<file path="src/rtl/alpha_settle_detect.sv">
// alpha_settle_detect
//   Watches the free-running alpha word from the bisection root finder and
//   declares convergence once SETTLE consecutive sample-to-sample changes
//   stay within TOL. The settled word is latched and offered on a
//   valid/ready handshake. If no settle happens within MAX_CYC comparisons,
//   the last sample is offered instead with timeout set.
//
// Ports
//   clk          in   rising-edge clock
//   reset_n      in   asynchronous active-low reset
//   start        in   one-cycle arm / re-arm request
//   alpha_in     in   [W-1:0] unsigned alpha sample
//   result       out  [W-1:0] latched settled (or last) alpha
//   result_valid out  result available, held until accepted
//   result_ready in   consumer accept
//   busy         out  high while tracking
//   timeout      out  result came from timeout, not settling
//   iter_count   out  [CNT_W-1:0] comparisons consumed, frozen on exit

module alpha_settle_detect #(
    parameter int unsigned W       = 20,
    parameter int unsigned TOL     = 4,
    parameter int unsigned SETTLE  = 8,
    parameter int unsigned MAX_CYC = 1024,
    parameter int unsigned CNT_W   = 11
) (
    input  logic             clk,
    input  logic             reset_n,
    input  logic             start,
    input  logic [W-1:0]     alpha_in,
    output logic [W-1:0]     result,
    output logic             result_valid,
    input  logic             result_ready,
    output logic             busy,
    output logic             timeout,
    output logic [CNT_W-1:0] iter_count
);

    typedef enum logic [1:0] {
        StIdle  = 2'd0,
        StTrack = 2'd1,
        StDone  = 2'd2
    } state_e;

    localparam logic [W:0]       TolW     = (W+1)'(TOL);
    localparam logic [7:0]       SettleM1 = 8'(SETTLE - 1);
    localparam logic [CNT_W-1:0] MaxM1    = CNT_W'(MAX_CYC - 1);

    state_e           r_state;
    logic [W-1:0]     r_prev;
    logic [7:0]       r_stable;
    logic [W-1:0]     r_result;
    logic             r_valid;
    logic             r_busy;
    logic             r_timeout;
    logic [CNT_W-1:0] r_iter;

    logic signed [W:0] w_diff_s;
    logic [W:0]        w_diff_abs;
    logic              w_in_tol;
    logic              w_settle;
    logic              w_expire;

    // Difference taken one bit wider so 0xFFFFF -> 0x00000 reads as a large
    // step rather than wrapping to 1.
    always_comb begin
        w_diff_s   = $signed({1'b0, alpha_in}) - $signed({1'b0, r_prev});
        w_diff_abs = w_diff_s[W] ? $unsigned(-w_diff_s) : $unsigned(w_diff_s);
        w_in_tol   = (w_diff_abs <= TolW);
        w_settle   = w_in_tol && (r_stable == SettleM1);
        w_expire   = (r_iter == MaxM1);
    end

    always_ff @(posedge clk or negedge reset_n) begin
        if (!reset_n) begin
            r_state   <= StIdle;
            r_prev    <= '0;
            r_stable  <= '0;
            r_result  <= '0;
            r_valid   <= 1'b0;
            r_busy    <= 1'b0;
            r_timeout <= 1'b0;
            r_iter    <= '0;
        end else begin
            unique case (r_state)
                StIdle: begin
                    if (start) begin
                        r_state   <= StTrack;
                        r_prev    <= alpha_in;
                        r_stable  <= '0;
                        r_iter    <= '0;
                        r_busy    <= 1'b1;
                        r_timeout <= 1'b0;
                    end
                end
                StTrack: begin
                    if (start) begin
                        // Re-arm: resample the reference, no comparison this edge.
                        r_prev    <= alpha_in;
                        r_stable  <= '0;
                        r_iter    <= '0;
                        r_busy    <= 1'b1;
                        r_timeout <= 1'b0;
                    end else begin
                        r_prev   <= alpha_in;
                        r_iter   <= r_iter + 1'b1;
                        r_stable <= w_in_tol ? r_stable + 1'b1 : 8'd0;
                        // Settle takes priority over an expiry on the same edge.
                        if (w_settle) begin
                            r_result  <= alpha_in;
                            r_valid   <= 1'b1;
                            r_busy    <= 1'b0;
                            r_timeout <= 1'b0;
                            r_state   <= StDone;
                        end else if (w_expire) begin
                            r_result  <= alpha_in;
                            r_valid   <= 1'b1;
                            r_busy    <= 1'b0;
                            r_timeout <= 1'b1;
                            r_state   <= StDone;
                        end
                    end
                end
                StDone: begin
                    if (result_ready) begin
                        r_valid <= 1'b0;
                        r_state <= StIdle;
                    end
                end
                default: r_state <= StIdle;
            endcase
        end
    end

    assign result       = r_result;
    assign result_valid = r_valid;
    assign busy         = r_busy;
    assign timeout      = r_timeout;
    assign iter_count   = r_iter;

endmodule
</file>
<file path="config.mk">
export PLATFORM = sky130hd
export DESIGN_NAME = alpha_settle_detect
export DESIGN_NICKNAME = d
export VERILOG_FILES = /design/src/rtl/alpha_settle_detect.sv
export SDC_FILE = /design/constraint.sdc
export NUM_CORES = 1
export LEC_CHECK = 0
export CAP_MARGIN = 20
export CELL_PAD_IN_SITES_DETAIL_PLACEMENT = 0
export CELL_PAD_IN_SITES_GLOBAL_PLACEMENT = 1
export CORE_UTILIZATION = 46
export DETAILED_ROUTE_END_ITERATION = 7
export GPL_TIMING_DRIVEN = 0
export PLACE_DENSITY_LB_ADDON = 0.1
export SYNTH_ARGS = -nofsm -noshare
export SYNTH_HDL_FRONTEND = slang
export SYNTH_SLANG_ARGS = --single-unit
</file>
<file path="constraint.sdc">
create_clock -name clk -period 9 [get_ports clk]
set_input_delay 2.25 -clock clk [delete_from_list [all_inputs] [get_ports clk]]
set_output_delay 2.25 -clock clk [all_outputs]
set_load 0.005 [all_outputs]
</file>
### M2 wires

(4 px per um) Cells faint in the background.
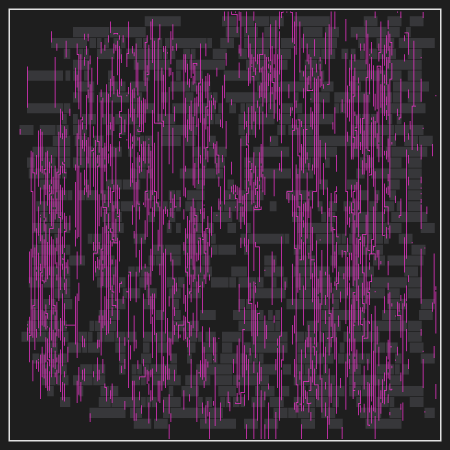
nets with wire on the layer = 635
longest straight run = 66.8 um
main direction = vertical
share of all routed wire = 47%

### The metal 3 layer

(4 px per um) Cells faint in the background.
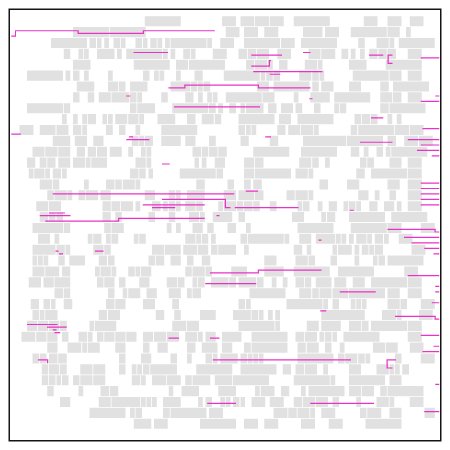
share of all routed wire = 4.1%
wire length on this layer = 598 um
longest straight run = 45.1 um
nets with wire on the layer = 63
vias: 5004
met3 capacity usage during global routing: 4.06%
total wire length after detailed routing: 14500 um

### Ports around the boundary

(4 px per um) Pins as bars across the die edge, other pins in gray.
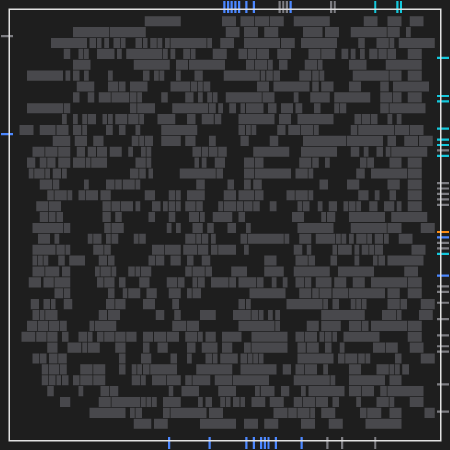
`iter_count` -> cyan  # pins 11, direction output, edge 8 right, 3 top
`alpha_in` -> blue  # pins 20, direction input, edge 9 bottom, 8 top, 2 right, 1 left
`start` -> orange  # pins 1, direction input, edge right
all pins by edge = 28 right, 16 top, 12 bottom, 2 left
die y size: 108 um
Die Width: 108 um

==> flow_metrics.env <==
# physical design summary
export IMPL_timing_critical_path_to_type="flop"
export IMPL_ys_sh_simple_pct=25.0
export IMPL_critical_path_slowest_cell="clkdlybuf4s50_1"
export IMPL_core_um2=10800
export IMPL_initCoreUtil_pct=47.3
export IMPL_tritoncts_clock_tree="done"
export IMPL_timing_max_slew_rel_slack_pct=38.1
export IMPL_yosysWarnings=0
export IMPL_final_setup_skew_ns=0.0161
export IMPL_clock_tree_area_fraction_pct=3.60
export IMPL_fin_cells=842
export IMPL_finalNetCount=744
export IMPL_power_density_nw_per_um2=131
export IMPL_firstDrtPassIters=4
export IMPL_dpl_worst_slack_ns=2.33
export IMPL_cts_num_sinks=64
export IMPL_worstSetupPathDepth=17
export IMPL_area_growth_syn_to_layout_pct=18.8
export IMPL_fin_area_um2=6080
export IMPL_worstHoldPathType="flop to flop"
export IMPL_via_count_of_the_first_global_routing_pass=4772
export IMPL_seqAreaFraction_pct=26.3
export IMPL_yosys_stat_area_um2=5120
export IMPL_sh_comb_area_pct=53.3
export IMPL_power_static_leakage_uw=0.00262
export IMPL_ir_drop_v=0.0000618
export IMPL_adder_share_pct=5.76
export IMPL_reg2reg_setup_slack_ns=4.66
export IMPL_combinationalPowerShare_pct=28.0
export IMPL_p_int_uw=536
export IMPL_timing_final_ws_setup_ns=2.58
export IMPL_pin_count_of_the_biggest_net_entering_global_routing=65
export IMPL_muxShareOfSynthArea_pct=0.415
export IMPL_met3_wirelength_um=598
export IMPL_synth_top_cell_area_share_pct=31.3
export IMPL_crit_path_cell_trace="clkdlybuf4s50_1, inv_1, ha_1, fa_1, nand2b_1, a21o_1, a21boi_1, o2111ai_1, and2_0, clkbuf_1, clkbuf_1, a21boi_0, a2bb2oi_1, nor4b_1, nand3_1, o31a_1, a21o_1"
export IMPL_setup_violations=0
export IMPL_top_area_cell_class="logic gates"
export IMPL_tool_warnings=26
export IMPL_hold_path_cell_count=2
export IMPL_totalNegativeSetupSlack_ns=0
export IMPL_regToRegEndpoint="r_state[0]"
export IMPL_cts_repair_timing_setup_buffer_count=0
export IMPL_yosys_most_used_dff="dfrtp_1"
export IMPL_first_pass_grt_wire_length_um=23800
export IMPL_cts_repair_resize_count=0
export IMPL_clock_pin_slew_on_the_worst_setup_and_hold_paths_ns=0.08
export IMPL_synth_sequential_area_ratio_pct=31.3
export IMPL_detailedRoute_firstIterationViolations=272
export IMPL_aoi_share_pct=29.0
export IMPL_power_switching_share_pct=32.9
export IMPL_cp_data_arrival_time_ns=6.67
export IMPL_combinationalPower_uw=224
export IMPL_grt_setup_unrepaired="no"
export IMPL_place_gp_congestion=0.862
export IMPL_drt_vias_per_instance=5.94
export IMPL_drive_gt1_share_pct=6.84
export IMPL_ys_sh_xor_pct=3.08
export IMPL_lay_top_cells="84 x nand2_1, 64 x dfrtp_1, 56 x clkdlybuf4s50_1"
export IMPL_synth_cell_type_count=69
export IMPL_worstPathBufferInverterCount=4
export IMPL_boundaryPins=58
export IMPL_critPathCapture="r_state[0]"
export IMPL_synth_yosys_num_cells=629
export IMPL_largestPowerGroup="registers"
export IMPL_run_status="completed"
export IMPL_sequential_cell_total=64
export IMPL_ff_latch_area_um2=1600
export IMPL_cts_root_to_sink_buffers=2
export IMPL_cp_required_ns=9.25
export IMPL_critPathLaunch="alpha_in[0]"
export IMPL_antenna_left=0
export IMPL_setup_worst_path_class="primary input to flop"
export IMPL_postPlaceCellArea_um2=5870
export IMPL_max_frequency_mhz=156
export IMPL_clockNetworkPower_uw=279
export IMPL_cpLargestDelayFamily="AND-OR/OR-AND gates"
export IMPL_hold_path_end="result_valid"
export IMPL_max_cap_viol_count=0
export IMPL_postSynthAreaPerCell_um2=8.14
export IMPL_post_dp_hpwl_um=11000
export IMPL_filler_cell_count=1070
export IMPL_net_switching_power_uw=263
export IMPL_hold_path_startpoint="result_valid"
export IMPL_finalHoldViolations=0
export IMPL_worst_path_max_fanout=10
export IMPL_global_route_overflow_total=0
export IMPL_reg2reg_from="r_prev[0]"
export IMPL_n_all_buffers=93
export IMPL_chip_area_um2=11600
export IMPL_lay_top_count="nand2_1"
export IMPL_tightestPinTransition_ns=0.922
export IMPL_ctsRootBufferMaster="clkbuf_8"
export IMPL_highest_signal_layer="met4"
export IMPL_nClkBuffers=9
export IMPL_p_clk_share_pct=34.9
export IMPL_cts_hold_fix_buffers=0
export IMPL_seq_power_uw=297
export IMPL_io_buffer_count=57
export IMPL_yosys_top_cells_area="dfrtp_1 31%, nand2_1 6.2%, ha_1 5.4%, a21oi_1 4.7%, a211o_1 4.1%"
export IMPL_drc=0
### Wire density map

(3 px per um) The die is cut into 22 by 22 equal tiles; dark blue is low, red is high, scaled to the fullest tile. Values are wire area over tile area, all layers added.
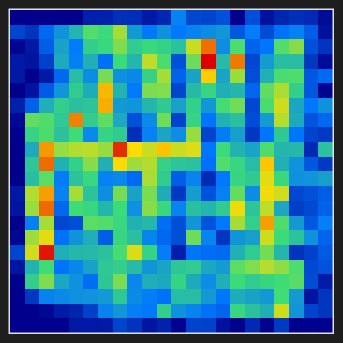
nearly empty tiles = 6.6%
fullest tile = 0.57
mean over tiles = 0.20
tiles over half the peak = 21%
wire length per cell after detailed routing: 17.2 um
global routing usage summed across all routing layers: 26.3%

### Track usage over the die

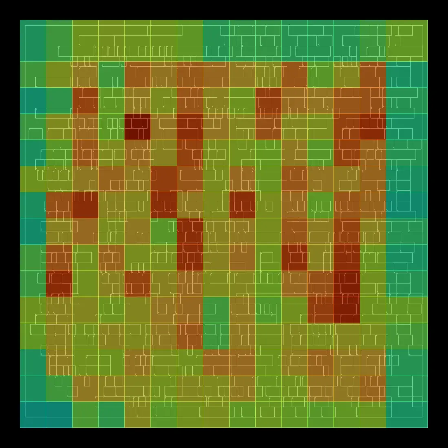
highest-utilization routing layer at the global route stage: met2
met1 capacity usage during global routing: 35.4%
final cell utilization of the core: 56.1%
routing usage on met2: 43.3%

==> synth_stat cells, types with 3 or more instances <==
library cell and instances:
nand2_1 84, dfrtp_1 64, a21oi_1 48, o21ai_0 41, nor2_1 35, inv_1 25
a211o_1 24, and2_1 23, ha_1 22, a22o_1 21, nand3_1 20, clkbuf_1 18
and3_1 17, xor2_1 13, a31oi_1 12, nor3_1 12, buf_2 11, nand4_1 11
o211ai_1 11, a211oi_1 6, nand3b_1 6, a21boi_0 5, a21o_1 5, and4_1 5
buf_6 5, nand2b_1 5, nor2b_1 5, o21a_1 5, o21ai_1 5, or3_1 5
xnor2_1 5, a21oi_2 4, a21boi_1 3, o2111ai_1 3
==> registers in the layout, summed over array words and instances (netlist names) <==
name	flops
r_prev	20
result	20
iter_count	11
r_stable	8
r_state	2
busy	1
result_valid	1
timeout	1
